[src/rtl/program_loader.sv]
// Boot-time program loader: assembles a length-prefixed, XOR-checksummed byte stream into
// 32-bit instruction words, writes them from address 0 and holds the CPU in reset until verified.
module program_loader #(
  parameter int ADDR_W = 10,
  parameter int WORDS  = 1024
) (
  input  logic              Clk,
  input  logic              Reset_n,
  input  logic [7:0]        Rx_Data,
  input  logic              Rx_Valid,
  output logic              Rx_Ready,
  output logic              IMem_WrEn,
  output logic [ADDR_W-1:0] IMem_Addr,
  output logic [31:0]       IMem_WrData,
  output logic              Cpu_Reset,
  output logic              Load_Done,
  output logic              Error
);

  localparam logic [16:0] WORDS_L = 17'(WORDS);

  typedef enum logic [2:0] {
    S_IDLE, S_HDR0, S_HDR1, S_DATA, S_CSUM, S_DONE, S_ERR
  } state_t;

  state_t             state_q, state_d;
  logic [15:0]        cnt_q, cnt_d;
  logic [15:0]        word_idx_q, word_idx_d;
  logic [1:0]         byte_idx_q, byte_idx_d;
  logic [23:0]        word_q, word_d;
  logic [7:0]         csum_q, csum_d;
  logic               rx_ready_q, rx_ready_d;
  logic               wr_en_q, wr_en_d;
  logic [ADDR_W-1:0]  addr_q, addr_d;
  logic [31:0]        wr_data_q, wr_data_d;
  logic               cpu_reset_q, cpu_reset_d;
  logic               done_q, done_d;
  logic               err_q, err_d;

  logic               take;
  logic [15:0]        n_hdr;

  // Rx_Ready is registered from the next state, so it always mirrors state_q.
  assign take  = Rx_Valid & rx_ready_q;
  assign n_hdr = {cnt_q[15:8], Rx_Data};

  always_comb begin
    state_d     = state_q;
    cnt_d       = cnt_q;
    word_idx_d  = word_idx_q;
    byte_idx_d  = byte_idx_q;
    word_d      = word_q;
    csum_d      = csum_q;
    wr_en_d     = 1'b0;
    addr_d      = addr_q;
    wr_data_d   = wr_data_q;
    cpu_reset_d = cpu_reset_q;
    done_d      = done_q;
    err_d       = err_q;

    case (state_q)
      S_IDLE: state_d = S_HDR0;
      S_HDR0: begin
        if (take) begin
          cnt_d[15:8] = Rx_Data;
          state_d     = S_HDR1;
        end
      end
      S_HDR1: begin
        if (take) begin
          cnt_d = n_hdr;
          if ({1'b0, n_hdr} > WORDS_L) begin
            state_d = S_ERR;
            err_d   = 1'b1;
          end else if (n_hdr == 16'd0) begin
            state_d = S_CSUM;
          end else begin
            state_d = S_DATA;
          end
        end
      end
      S_DATA: begin
        if (take) begin
          word_d     = {word_q[15:0], Rx_Data};
          csum_d     = csum_q ^ Rx_Data;
          byte_idx_d = byte_idx_q + 2'd1;
          if (byte_idx_q == 2'd3) begin
            wr_en_d    = 1'b1;
            wr_data_d  = {word_q, Rx_Data};
            addr_d     = word_idx_q[ADDR_W-1:0];
            word_idx_d = word_idx_q + 16'd1;
            if (word_idx_q == cnt_q - 16'd1) state_d = S_CSUM;
          end
        end
      end
      S_CSUM: begin
        if (take) begin
          if (csum_q == Rx_Data) begin
            state_d     = S_DONE;
            done_d      = 1'b1;
            cpu_reset_d = 1'b0;
          end else begin
            state_d = S_ERR;
            err_d   = 1'b1;
          end
        end
      end
      S_DONE: state_d = S_DONE;
      S_ERR:  state_d = S_ERR;
      default: state_d = S_ERR;
    endcase

    rx_ready_d = (state_d == S_HDR0) || (state_d == S_HDR1) ||
                 (state_d == S_DATA) || (state_d == S_CSUM);
  end

  always_ff @(posedge Clk or negedge Reset_n) begin
    if (!Reset_n) begin
      state_q     <= S_IDLE;
      cnt_q       <= '0;
      word_idx_q  <= '0;
      byte_idx_q  <= '0;
      word_q      <= '0;
      csum_q      <= '0;
      rx_ready_q  <= 1'b0;
      wr_en_q     <= 1'b0;
      addr_q      <= '0;
      wr_data_q   <= '0;
      cpu_reset_q <= 1'b1;
      done_q      <= 1'b0;
      err_q       <= 1'b0;
    end else begin
      state_q     <= state_d;
      cnt_q       <= cnt_d;
      word_idx_q  <= word_idx_d;
      byte_idx_q  <= byte_idx_d;
      word_q      <= word_d;
      csum_q      <= csum_d;
      rx_ready_q  <= rx_ready_d;
      wr_en_q     <= wr_en_d;
      addr_q      <= addr_d;
      wr_data_q   <= wr_data_d;
      cpu_reset_q <= cpu_reset_d;
      done_q      <= done_d;
      err_q       <= err_d;
    end
  end

  assign Rx_Ready    = rx_ready_q;
  assign IMem_WrEn   = wr_en_q;
  assign IMem_Addr   = addr_q;
  assign IMem_WrData = wr_data_q;
  assign Cpu_Reset   = cpu_reset_q;
  assign Load_Done   = done_q;
  assign Error       = err_q;

endmodule
[config.mk]
export PLATFORM = sky130hd
export DESIGN_NAME = program_loader
export DESIGN_NICKNAME = d
export VERILOG_FILES = /design/src/rtl/program_loader.sv
export SDC_FILE = /design/constraint.sdc
export NUM_CORES = 1
export LEC_CHECK = 0
export CORE_MARGIN = 8
export CORE_UTILIZATION = 56
export DETAILED_ROUTE_END_ITERATION = 8
export PLACE_DENSITY = 0.78
export SYNTH_ARGS = -nofsm -noshare
export SYNTH_HDL_FRONTEND = slang
export SYNTH_SLANG_ARGS = --single-unit
[constraint.sdc]
create_clock -name Clk -period 3.1 [get_ports Clk]
set_clock_uncertainty 0.05 [all_clocks]
set_input_delay 0.62 -clock Clk [delete_from_list [all_inputs] [get_ports Clk]]
set_output_delay 0.62 -clock Clk [all_outputs]
set_load 0.02 [all_outputs]
==> impl_metrics.tcl, run 1 <==
# collected from the flow reports
set metrics [dict create \
    yosysChipArea_um2 5270 \
    hold_viol_final 0 \
    cp-start-kind "flip-flop" \
    ys_top_cells_by_count "dfrtp_1, nand2_1, mux2_2" \
    floorplan.nets 477 \
    sh_seq_area_pct 44.1 \
    r2r-end "state_q[0]" \
    design_area_um2 6590 \
    top_area_share_pct 54.6 \
    cts_setup_buffers 0 \
    cts_sinks 116 \
    drtIter0Drc 320 \
    run_status "finished, final reports clean" \
    top_usage_layer "met2" \
    yosys_cells 463 \
    tap-cell-count 111 \
    nClkBuffers 17 \
    clock_path_buffers 2 \
    area_growth_syn_to_layout_pct 25.0 \
    holdWs_ns 0.0447 \
    cpMaxStageDelayCell "dfrtp_1" \
    netSwitchingPower_mw 2.25 \
    die_w_um 113 \
    p_per_area_nw_per_um2 994 \
    nets 546 \
    post-synth-top-area-cell "dfrtp_1" \
    grt_pass1_vias 3938 \
    ys.flop_type "dfrtp_1" \
    async_flop_share_pct 100 \
    htreeDepth 4 \
    top_cells_by_area "dfrtp_1, mux2_2, nand2_1" \
    cts_made_buffers 17 \
    rr_startpoint "cnt_q[0]" \
    power.leakage_nw 2.95 \
    ys.flops 116 \
    grt.met2_usage_pct 34.1 \
    comb_share_pct 34.4 \
    pg_comb_mw 2.00 \
    tns_ns 0 \
    flop-count 116 \
    end_kind "flip-flop" \
]
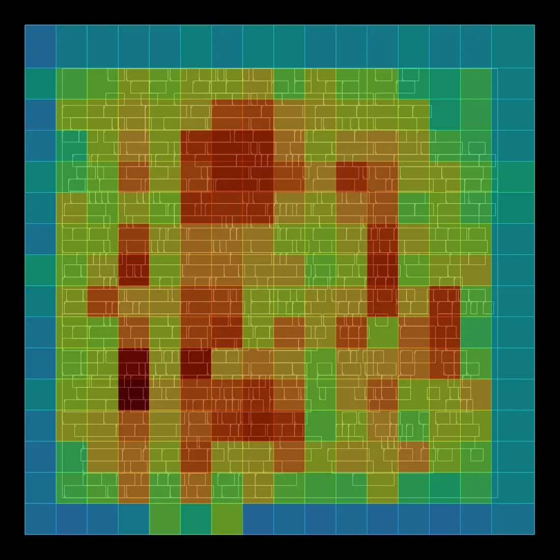
Figure 1: run 1, routing congestion.
met1 Use GR: 24.7%
gr usage total: 20.4%
GR Util met3: 5.96%
WL per Instance: 18.8 µm

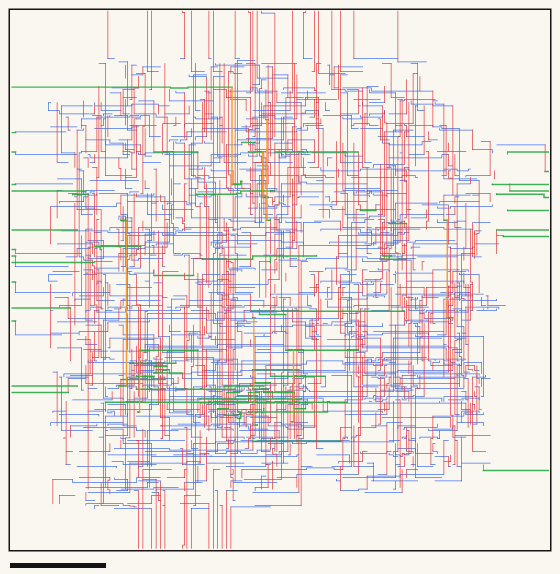
Figure 2: run 1, metal layers overlaid.
The bar under the picture is 20 µm long.
orange -> met4  # wire length 156 µm
red -> met2  # wire length 6200 µm
blue -> met1  # wire length 5330 µm
green -> met3  # wire length 627 µm
overall routed net length: 12.3 mm
vias post-DR: 3749

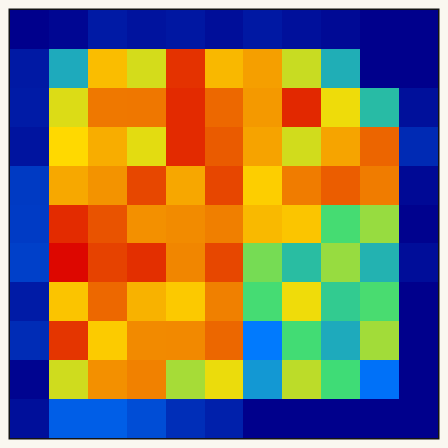
Figure 3: run 1, local utilization.
The die is cut into 11 by 11 equal tiles; dark blue is low, red is high, 0 to 100% covered.
emptiest ninth of the die = bottom right
tiles over 75% full = 41%
nearly empty tiles = 14%
mean over tiles = 51%
densest ninth of the die = middle
Init Core Util: 57.3%
Core Util, Final: 71.7%
Core Area: 9200 µm²

==> run 2, diff against run 1 <==
CORE_UTILIZATION = 51   (was 56)
PLACE_DENSITY = 0.75   (was 0.78)
clock period = 2.35 ns   (was 3.1 ns; I/O delays follow)
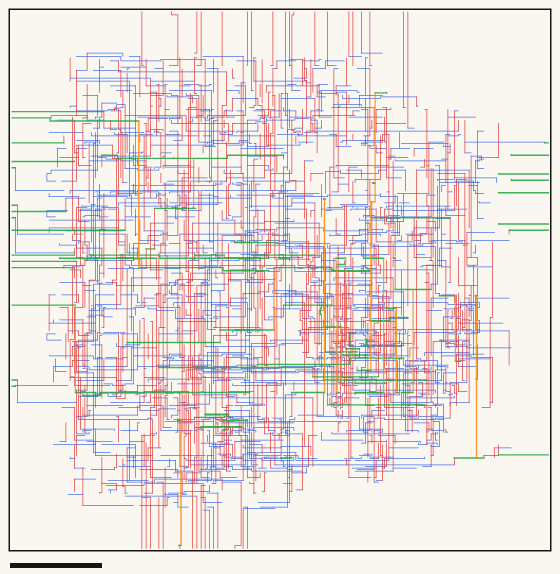
Figure 4: run 2, metal layers overlaid.
The bar under the picture is 20 µm long.
orange -> met4  # wire length 386 µm
green -> met3  # wire length 793 µm
blue -> met1  # wire length 5380 µm
red -> met2  # wire length 6760 µm
WL per Instance: 18.5 µm
overall routed net length: 13.3 mm
vias post-DR: 4004
gr usage total: 19.6%

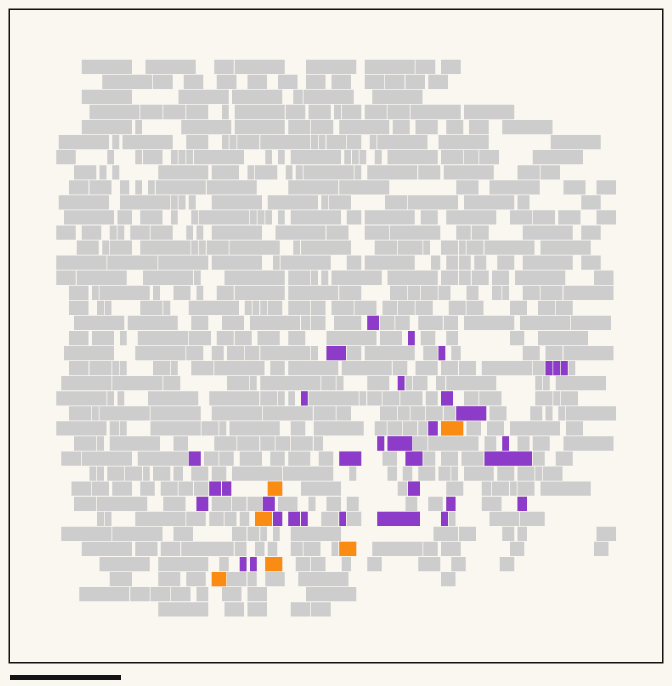
Figure 5: run 2, logic cells by family.
The bar under the picture is 20 µm long.
orange -> AND-OR and OR-AND gates  # cells 6, where bottom middle
purple -> NOR gates  # cells 34
Top cell excl fill/tap: dfrtp_1
Comb/total area: 33.6%
final std cells w/o fill: 719

==> impl_metrics.tcl, run 2 <==
# collected from the flow reports
set metrics [dict create \
    top_area_share_pct 54.6 \
    vias_per_cell 5.57 \
    p_per_area_nw_per_um2 1300 \
    inv_count 5 \
    seqCellArea_um2 2900 \
    ys.flops 116 \
    netSwitchingPower_mw 3.15 \
    nClkBuffers 18 \
    area_growth_syn_to_layout_pct 32.6 \
    ys_top_cells_by_count "dfrtp_1, nand2_1, mux2_2" \
    r2r-end "state_q[1]" \
    n_all_buffers 107 \
    grt_pass1_vias 4279 \
    htreeDepth 4 \
    coreArea_um2 10200 \
    tns_ns 0 \
    final_cell_mix "dfrtp_1, nand2_1, mux2_2" \
    sh_seq_area_pct 41.5 \
    ys.flop_type "dfrtp_1" \
    crit_path_end "state_q[1]" \
    top_cells_by_area "dfrtp_1, mux2_2, nand2_1" \
    yosys_cells 463 \
    pg_comb_mw 3.20 \
    cts_made_buffers 17 \
    nets 584 \
    hold_viol_final 0 \
    tap-cell-count 136 \
    holdWs_ns 0.413 \
    rr_startpoint "cnt_q[4]" \
    async_flop_share_pct 100 \
    fa_ha_area_share_pct 0.712 \
    run_status "finished, final reports clean" \
    power.leakage_nw 3.15 \
    clock_path_buffers 2 \
    flop-count 116 \
    p_int_mw 5.91 \
    mux_area_share_pct 13.0 \
    design_area_um2 6990 \
    drtIter0Drc 330 \
    die_w_um 118 \
    fp_util_pct 51.8 \
    end_kind "flip-flop" \
    worstSetupStartpoint "cnt_q[4]" \
    cts_setup_buffers 0 \
    cpMaxStageDelayCell "or4_4" \
    cts_sinks 116 \
    drc 0 \
]
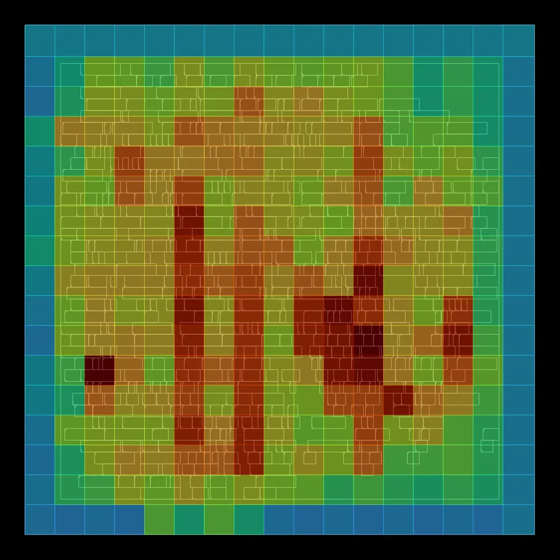
Figure 6: run 2, routing congestion.
Core Util, Final: 68.7%
global route hottest layer: met2
GR Util met3: 6.04%
met1 Use GR: 22.2%
met2 GRT Util: 33.1%

